**config.mk**
```make
export PLATFORM = sky130hd
export DESIGN_NAME = ddr3_refresh_scheduler_flat
export DESIGN_NICKNAME = d
export VERILOG_FILES = /design/src/rtl/ddr3_ctrl_pkg.sv /design/src/rtl/ddr3_refresh_scheduler_if.sv /design/src/rtl/ddr3_refi_timer.sv /design/src/rtl/ddr3_refresh_scheduler.sv /design/src/flat_wrapper.sv
export SDC_FILE = /design/constraint.sdc
export NUM_CORES = 1
export LEC_CHECK = 0
export CAP_MARGIN = 10
export CORE_ASPECT_RATIO = 1.75
export CORE_UTILIZATION = 40
export DETAILED_ROUTE_END_ITERATION = 6
export GPL_TIMING_DRIVEN = 1
export MAX_ROUTING_LAYER = met4
export SYNTH_ARGS = -nofsm -noshare
export SYNTH_HDL_FRONTEND = slang
export SYNTH_SLANG_ARGS = --single-unit
export TNS_END_PERCENT = 20
```
**constraint.sdc**
```tcl
create_clock -name CLK -period 1.8 [get_ports CLK]
set_input_delay 0.27 -clock CLK [delete_from_list [all_inputs] [get_ports CLK]]
set_output_delay 0.27 -clock CLK [all_outputs]
set_load 0.02 [all_outputs]
```
**src/rtl/ddr3_ctrl_pkg.sv**
```systemverilog
// Shared DDR3 controller definitions: refresh scheduler state encoding,
// default timing constants and the width of the owed-refresh counter.
package ddr3_ctrl_pkg;

    // Default DDR3 timing, in controller clock cycles (100 MHz).
    localparam int TREFI_DEFAULT        = 780;
    localparam int TRFC_DEFAULT         = 10;
    localparam int MAX_POSTPONE_DEFAULT = 8;

    // PENDING counts 0..MAX_POSTPONE+1.
    localparam int PENDING_W = 4;

    typedef enum logic [2:0] {
        S_READY = 3'd0,
        S_PRE   = 3'd1,
        S_WAIT  = 3'd2,
        S_REF   = 3'd3,
        S_TRFC  = 3'd4
    } ref_state_t;

endpackage

```
**src/rtl/ddr3_refresh_scheduler_if.sv**
```systemverilog
// Handshake between the DDR3 command state machine (master) and the
// refresh scheduler (slave): controller status in, refresh requests out.
interface ddr3_refresh_scheduler_if;
    import ddr3_ctrl_pkg::*;

    logic                 INIT_DONE;
    logic                 IDLE;
    logic                 BANK_OPEN;
    logic                 REF;
    logic                 PRE;
    logic                 REF_BLOCK;
    logic [PENDING_W-1:0] PENDING;
    logic                 REF_ERR;

    modport master (
        output INIT_DONE, IDLE, BANK_OPEN,
        input  REF, PRE, REF_BLOCK, PENDING, REF_ERR
    );

    modport slave (
        input  INIT_DONE, IDLE, BANK_OPEN,
        output REF, PRE, REF_BLOCK, PENDING, REF_ERR
    );

endinterface

```
**src/rtl/ddr3_refi_timer.sv**
```systemverilog
// tREFI interval timer: counts 0..TREFI-1 while enabled and emits a
// one-cycle tick in the cycle that wraps back to 0. Disabled means held at 0.
module ddr3_refi_timer #(
    parameter int TREFI = 780
) (
    input  logic i_clk,
    input  logic i_rst_n,
    input  logic i_en,
    output logic o_tick
);

    localparam int            CW   = (TREFI > 1) ? $clog2(TREFI) : 1;
    localparam logic [CW-1:0] LAST = CW'(TREFI - 1);

    logic [CW-1:0] r_cnt;

    // Wrap counter, cleared whenever the enable drops.
    always_ff @(posedge i_clk or negedge i_rst_n) begin
        if (!i_rst_n) begin
            r_cnt <= '0;
        end else if (!i_en) begin
            r_cnt <= '0;
        end else if (r_cnt == LAST) begin
            r_cnt <= '0;
        end else begin
            r_cnt <= r_cnt + CW'(1);
        end
    end

    assign o_tick = i_en && (r_cnt == LAST);

endmodule

```
**src/rtl/ddr3_refresh_scheduler.sv**
```systemverilog
// DDR3 refresh scheduler: counts owed refreshes, issues REF while the
// controller idles, and forces PRE + REF (blocking new activates) once the
// owed count reaches the urgent level.
// Build option: define REF_POSTPONE_EN to allow postponement up to
// MAX_POSTPONE refreshes; without it every tick is treated as urgent.
module ddr3_refresh_scheduler
    import ddr3_ctrl_pkg::*;
#(
    parameter int TREFI        = TREFI_DEFAULT,
    parameter int TRFC         = TRFC_DEFAULT,
    parameter int MAX_POSTPONE = MAX_POSTPONE_DEFAULT
) (
    input  logic                      CLK,
    input  logic                      RESET,
    ddr3_refresh_scheduler_if.slave   bus
);

`ifdef REF_POSTPONE_EN
    localparam int URGENT_LVL = MAX_POSTPONE;
`else
    localparam int URGENT_LVL = 1;
`endif
    localparam int SAT_LVL = URGENT_LVL + 1;

    localparam logic [PENDING_W-1:0] URGENT_P = PENDING_W'(URGENT_LVL);
    localparam logic [PENDING_W-1:0] SAT_P    = PENDING_W'(SAT_LVL);

    // An out-of-range configuration would wrap PENDING or the timers, so such
    // an instance never starts counting intervals instead.
    localparam bit CFG_OK = (TREFI >= 4) && (TRFC >= 2) && (MAX_POSTPONE >= 1)
                         && (MAX_POSTPONE + 1 < (1 << PENDING_W));

    localparam int            TW        = (TRFC > 1) ? $clog2(TRFC) : 1;
    localparam logic [TW-1:0] TRFC_LOAD = TW'(TRFC - 1);

    ref_state_t           r_state;
    logic [TW-1:0]        r_trfc_cnt;
    logic                 r_ref;
    logic                 r_pre;
    logic [PENDING_W-1:0] r_pending;
    logic                 r_err;

    logic w_tick;
    logic w_timer_en;
    logic w_in_ref;
    logic w_urgent;
    logic w_pending_nz;

    assign w_timer_en   = bus.INIT_DONE && CFG_OK;
    assign w_in_ref     = (r_state == S_REF);
    assign w_urgent     = (r_pending >= URGENT_P);
    assign w_pending_nz = (r_pending != '0);

    ddr3_refi_timer #(
        .TREFI (TREFI)
    ) u_refi_timer (
        .i_clk   (CLK),
        .i_rst_n (RESET),
        .i_en    (w_timer_en),
        .o_tick  (w_tick)
    );

    // Owed-refresh counter: tick adds, the REF cycle retires one, both cancel.
    // A tick that cannot be counted is lost and latches the sticky error.
    always_ff @(posedge CLK or negedge RESET) begin
        if (!RESET) begin
            r_pending <= '0;
            r_err     <= 1'b0;
        end else if (w_tick && !w_in_ref) begin
            if (r_pending == SAT_P) begin
                r_err <= 1'b1;
            end else begin
                r_pending <= r_pending + PENDING_W'(1);
            end
        end else if (w_in_ref && !w_tick && w_pending_nz) begin
            r_pending <= r_pending - PENDING_W'(1);
        end
    end

    // Scheduler FSM with registered one-cycle REF/PRE pulses and the tRFC
    // hold-off. REF cycle plus S_TRFC span TRFC cycles, so idle back-to-back
    // refreshes land TRFC+1 cycles apart.
    always_ff @(posedge CLK or negedge RESET) begin
        if (!RESET) begin
            r_state    <= S_READY;
            r_trfc_cnt <= '0;
            r_ref      <= 1'b0;
            r_pre      <= 1'b0;
        end else begin
            r_ref <= 1'b0;
            r_pre <= 1'b0;
            case (r_state)
                S_READY: begin
                    if (w_pending_nz && bus.IDLE) begin
                        r_state <= S_REF;
                        r_ref   <= 1'b1;
                    end else if (w_urgent && bus.BANK_OPEN) begin
                        r_state <= S_PRE;
                        r_pre   <= 1'b1;
                    end else if (w_urgent) begin
                        r_state <= S_WAIT;
                    end
                end
                S_PRE: begin
                    r_state <= S_WAIT;
                end
                S_WAIT: begin
                    if (bus.IDLE) begin
                        r_state <= S_REF;
                        r_ref   <= 1'b1;
                    end
                end
                S_REF: begin
                    r_trfc_cnt <= TRFC_LOAD;
                    r_state    <= S_TRFC;
                end
                S_TRFC: begin
                    if (r_trfc_cnt <= TW'(1)) begin
                        r_trfc_cnt <= '0;
                        r_state    <= S_READY;
                    end else begin
                        r_trfc_cnt <= r_trfc_cnt - TW'(1);
                    end
                end
                default: begin
                    r_state <= S_READY;
                end
            endcase
        end
    end

    assign bus.REF       = r_ref;
    assign bus.PRE       = r_pre;
    assign bus.REF_BLOCK = (r_state == S_PRE) || (r_state == S_WAIT)
                        || ((r_state == S_READY) && w_urgent);
    assign bus.PENDING   = r_pending;
    assign bus.REF_ERR   = r_err;

endmodule

```
**src/flat_wrapper.sv**
```systemverilog
// flat-port wrapper written by rule: the top's interface ports become plain ports
module ddr3_refresh_scheduler_flat import ddr3_ctrl_pkg::*;
#(
    parameter int TREFI        = TREFI_DEFAULT,
    parameter int TRFC         = TRFC_DEFAULT,
    parameter int MAX_POSTPONE = MAX_POSTPONE_DEFAULT
)
  (CLK, RESET, bus_INIT_DONE, bus_IDLE, bus_BANK_OPEN, bus_REF, bus_PRE, bus_REF_BLOCK, bus_PENDING, bus_REF_ERR);
  ddr3_refresh_scheduler_if bus_i ();
  input  logic CLK;
  input  logic RESET;
  input wire logic [$bits(bus_i.INIT_DONE)-1:0] bus_INIT_DONE;
  input wire logic [$bits(bus_i.IDLE)-1:0] bus_IDLE;
  input wire logic [$bits(bus_i.BANK_OPEN)-1:0] bus_BANK_OPEN;
  output wire logic [$bits(bus_i.REF)-1:0] bus_REF;
  output wire logic [$bits(bus_i.PRE)-1:0] bus_PRE;
  output wire logic [$bits(bus_i.REF_BLOCK)-1:0] bus_REF_BLOCK;
  output wire logic [$bits(bus_i.PENDING)-1:0] bus_PENDING;
  output wire logic [$bits(bus_i.REF_ERR)-1:0] bus_REF_ERR;
  assign bus_i.INIT_DONE = bus_INIT_DONE;
  assign bus_i.IDLE = bus_IDLE;
  assign bus_i.BANK_OPEN = bus_BANK_OPEN;
  assign bus_REF = bus_i.REF;
  assign bus_PRE = bus_i.PRE;
  assign bus_REF_BLOCK = bus_i.REF_BLOCK;
  assign bus_PENDING = bus_i.PENDING;
  assign bus_REF_ERR = bus_i.REF_ERR;
  ddr3_refresh_scheduler #(.TREFI(TREFI), .TRFC(TRFC), .MAX_POSTPONE(MAX_POSTPONE)) u_core (.CLK(CLK), .RESET(RESET), .bus(bus_i));
endmodule
```
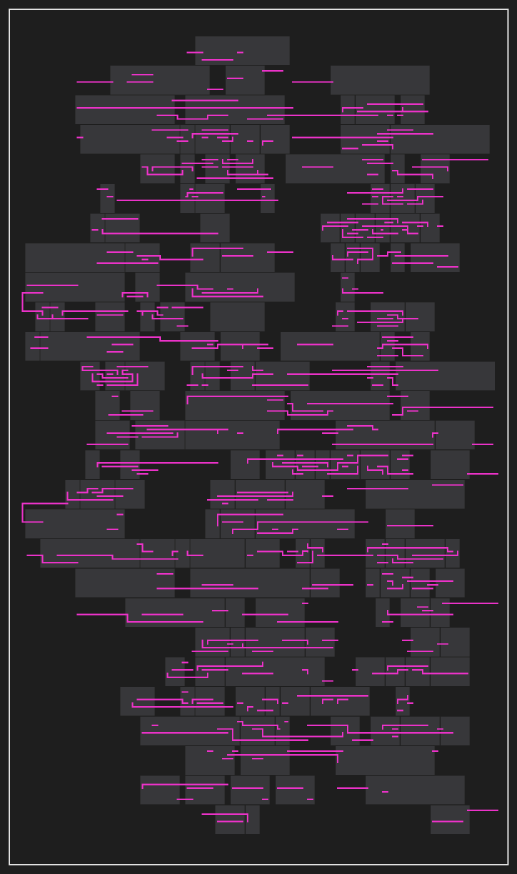
Figure 1: run 1, M1 wires.
Cells faint in the background.
main direction: horizontal
nets with wire on the layer: 165

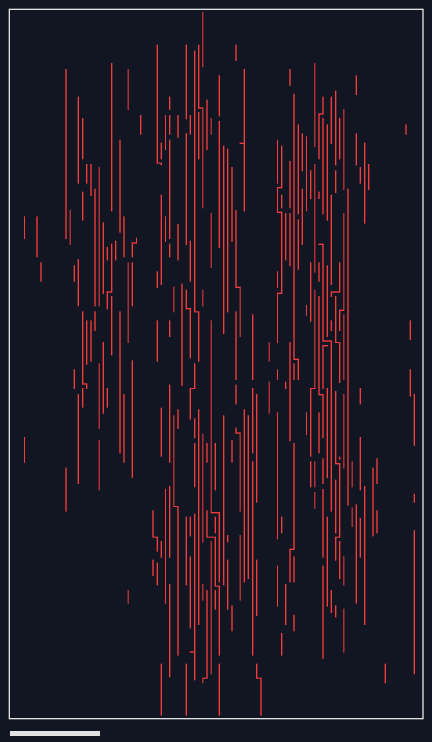
Figure 2: run 1, signal wires on met2.
The bar under the picture is 10 um long.
wire length on this layer: 1,620 um
longest straight run: 35.0 um

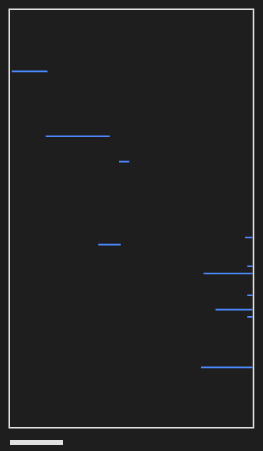
Figure 3: run 1, met3 routing.
The bar under the picture is 10 um long.
wire length on this layer: 52.0 um
share of all routed wire: 1.9%
longest straight run: 11.7 um
main direction: horizontal

==> run 1: metal layers <==
layer	wire, um	vias to the layer above	track usage [%]
met4	27	0	5.29
met2	1620	10	35.1
met3	51	4	2.07
met1	1090	534	19.7
li1	-	539	-
met5	0	-	-
==> run 1: per-stage QoR <==
stage	cells	TNS (ns)	hold slack [ns]	total power, W
after floorplan	133	-0.0100	-0.0256	0.000956
after global placement	210	-0.508	0.474	0.00121
after detailed placement	210	-0.671	0.464	0.00122
after CTS	215	0	0.356	0.00168
after global routing	215	-0.00525	0.380	0.00177
final	215	0	0.355	0.00166
==> results.txt, run 1 <==
Implementation status.

- In the synthesized netlist, the dominant kind of combinational cell is simple AND/OR/NAND/NOR gates.
- The flip-flop count of the largest register after layout is 10.
- The largest single stage delay on the critical path is roughly 0.53 ns.
- The number of cell instances after yosys synthesis is 133.
- The total of warnings raised by yosys is 0.
- Post-CTS repair ended up resizing 7 cells.
- The post-route netlist has approximately a quarter of its cells at a drive strength greater than 1.
- The number of well taps is 43.
- The maximum number of pins on one net before global-route repair is 25.
- The total nets after synthesis is about 150.
- The final routed wirelength across all metal layers is around 2.8 mm.
- Per the placement log, port buffering inserted 12 buffers.
- The flow ran to the end, and the final reports show no timing, DRC or antenna violations.
- The via count of the routed design is 1,087.
- The hold buffer count at cts is 0.
- The synthesized instance count is 133.
- STA on the placed design reports a worst setup slack of -0.148 ns.
- Data on the critical path is required at its endpoint by between 1.5 and 2 ns.
- The clock tree buffer count of the final layout is 3.
- The final design was reported to hold multi-input combinational gates totalling 100.
- The tally of max-capacitance violations is 0.
- Routability-driven placement finished with a final weighted congestion of 0.805.
- The dominant power group is sequential cells.
- The switching component of the power is 0.000508 W.
- The violation count after the first detailed-routing iteration is 10.
- The area fraction in compound gates is 12.1%.
- The total global routing track utilization is between 10% and 20%.
- The arrival time of data at the critical path endpoint is 1.47 ns.
- The filler cells instantiated in the layout total 320.
- The tree built by TritonCTS fans out to 24 sinks.
- The cell with the largest stage delay on the worst path is sky130_fd_sc_hd__clkdlybuf4s50_1.
- Traced cell by cell, the critical path runs through buf_4 -> buf_4 -> clkdlybuf4s50_1.
- The worst register-to-register path ends at u_core.bus.PENDING[1]$_DFFE_PN0P_.
- Per STA, the startpoint of the critical path is u_core.bus.PENDING[0]$_DFFE_PN0P_.
- The first-pass detailed-route iteration total is 4.
- The area fraction of clock buffers and clock inverters is 3.99%.
- Counting both buffers and inverters, the worst setup path holds a total of 3.
- The sequential share of the synthesized area is 44.9%.
- The synthesized design spends more area on one cell type than any other, namely sky130_fd_sc_hd__dfrtp_1.
- Counting plain and timing-repair buffers in the layout gives 37.
- The kind of cell with the highest combined delay on the critical path is buffers and inverters.
- Per the final report, max-transition violations number 0.
- The mean instance size in the synthesized netlist is 10.1 um2.
- The portion of the clock cycle consumed by the worst path in the final layout is 96.7%.
- The non-clock inverters instantiated in the layout total 7.
- After synthesis, the cell types taking the most area are sky130_fd_sc_hd__dfrtp_1, sky130_fd_sc_hd__ha_1, sky130_fd_sc_hd__nor2_1.
- The hold violation total from the final report is 0.
Figure 4. Clock nets (run 1).
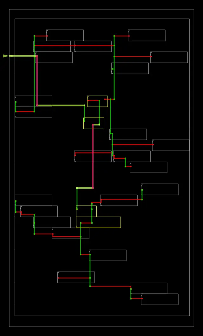

==> run 1 -> run 2 <==
--- a/config.mk
+++ b/config.mk
@@ -11,6 +11,7 @@
 export DETAILED_ROUTE_END_ITERATION = 6
 export GPL_TIMING_DRIVEN = 1
 export MAX_ROUTING_LAYER = met4
+export RECOVER_POWER = 100
 export SYNTH_ARGS = -nofsm -noshare
 export SYNTH_HDL_FRONTEND = slang
 export SYNTH_SLANG_ARGS = --single-unit
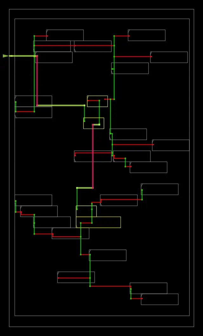
Figure 5: run 2, clock nets.
flip-flops: 24
Clock Buffer Count: 3
clk ins delay skew pair: 0.27 ns
CTS sink count: 24

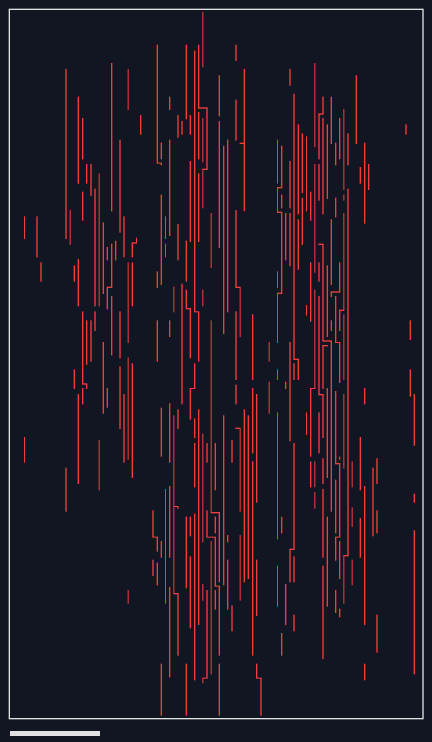
Figure 6: run 2, signal wires on met2.
The bar under the picture is 10 um long.
share of all routed wire: 58%
main direction: vertical
longest straight run: 40.6 um
wire length on this layer: 1,610 um

==> results.txt, run 2 <==
Implementation status.

- The flow ran to the end, and the final reports show no timing, DRC or antenna violations.
- The capture instance of the worst register-to-register path is u_core.bus.PENDING[1]$_DFFE_PN0P_.
- The sequential share of the synthesized area is between 40 and 50%.
- For this block, the routed nets add up to roughly 2.8 mm of wire.
- The placed cell count is between 200 and 250.
- The hold buffer count at cts is 0.
- The number of buffers added on ports is 12.
- Of the combinational cells, the family taking the most area is simple AND/OR/NAND/NOR gates.
- The delay of the slowest cell on the worst path is ~0.53 ns.
- The mean instance size in the synthesized netlist is 10.1 um2.
- In the synthesized netlist, the number of instances is 133.
- The layout has 320 filler cells.
- The highest layer used for signal routing is met4.
- The total global routing track utilization is 18.9%.
- The post-route netlist has 22.7% of its cells at a drive strength greater than 1.
- For reference, the top cells by area after synthesis are sky130_fd_sc_hd__dfrtp_1, sky130_fd_sc_hd__ha_1, sky130_fd_sc_hd__nor2_1.
- OpenSTA, run right after detailed placement, puts the worst setup slack at -0.148 ns.
- The register with the most flip-flops in the layout has 10 of them.
- At floorplan, the net count of the design was reported as 146.
- Counting both buffers and inverters, the worst setup path holds a total of 3.
- The placement summary gives the final routability congestion estimate as 0.805.
- The synthesized netlist was found by Yosys to have 133 cells.
- The met2 capacity usage during global routing is roughly a third.
- Of the total synthesized cell area, the portion taken by AND-OR and OR-AND cells is 12.1%.
- The data arrival time reported for the critical path is roughly 1.5 ns.
- The portion of the clock cycle consumed by the worst path in the final layout is 96.8%.
- Entering global routing, the biggest net connects 25 pins.
- On the critical path the largest part of the delay comes from buffers and inverters.
- Per the detail_route report, the via count comes to 1,086.
- Wire segments on met3 add up to around 56 um in the final route.
run 2: power breakdown:
part,internal (W),switching [W]
registers,0.000605,0.0000582
logic,0.000241,0.000279
clock network,0.000297,0.000170
total,0.00114,0.000507
run 2: what timing repair did:
action	4_1_cts	5_1_grt
pin swaps	0	2
endpoints found under the setup margin	1	2
buffers inserted	1	0
resized	7	2
run 2: cell type report:
class | count | area, um2 | share of cell area [%]
clock buffers | 3 | 41.3 | 2.34
clock inverters | 1 | 30.0 | 1.70
flip-flops and latches | 24 | 601 | 34.1
repair buffers | 37 | 290 | 16.5
well taps | 43 | 53.8 | 3.05
inverters | 7 | 26.3 | 1.49
multi-input cells | 100 | 719 | 40.8
No activity file was given, so power comes from the tool's default toggle rates.
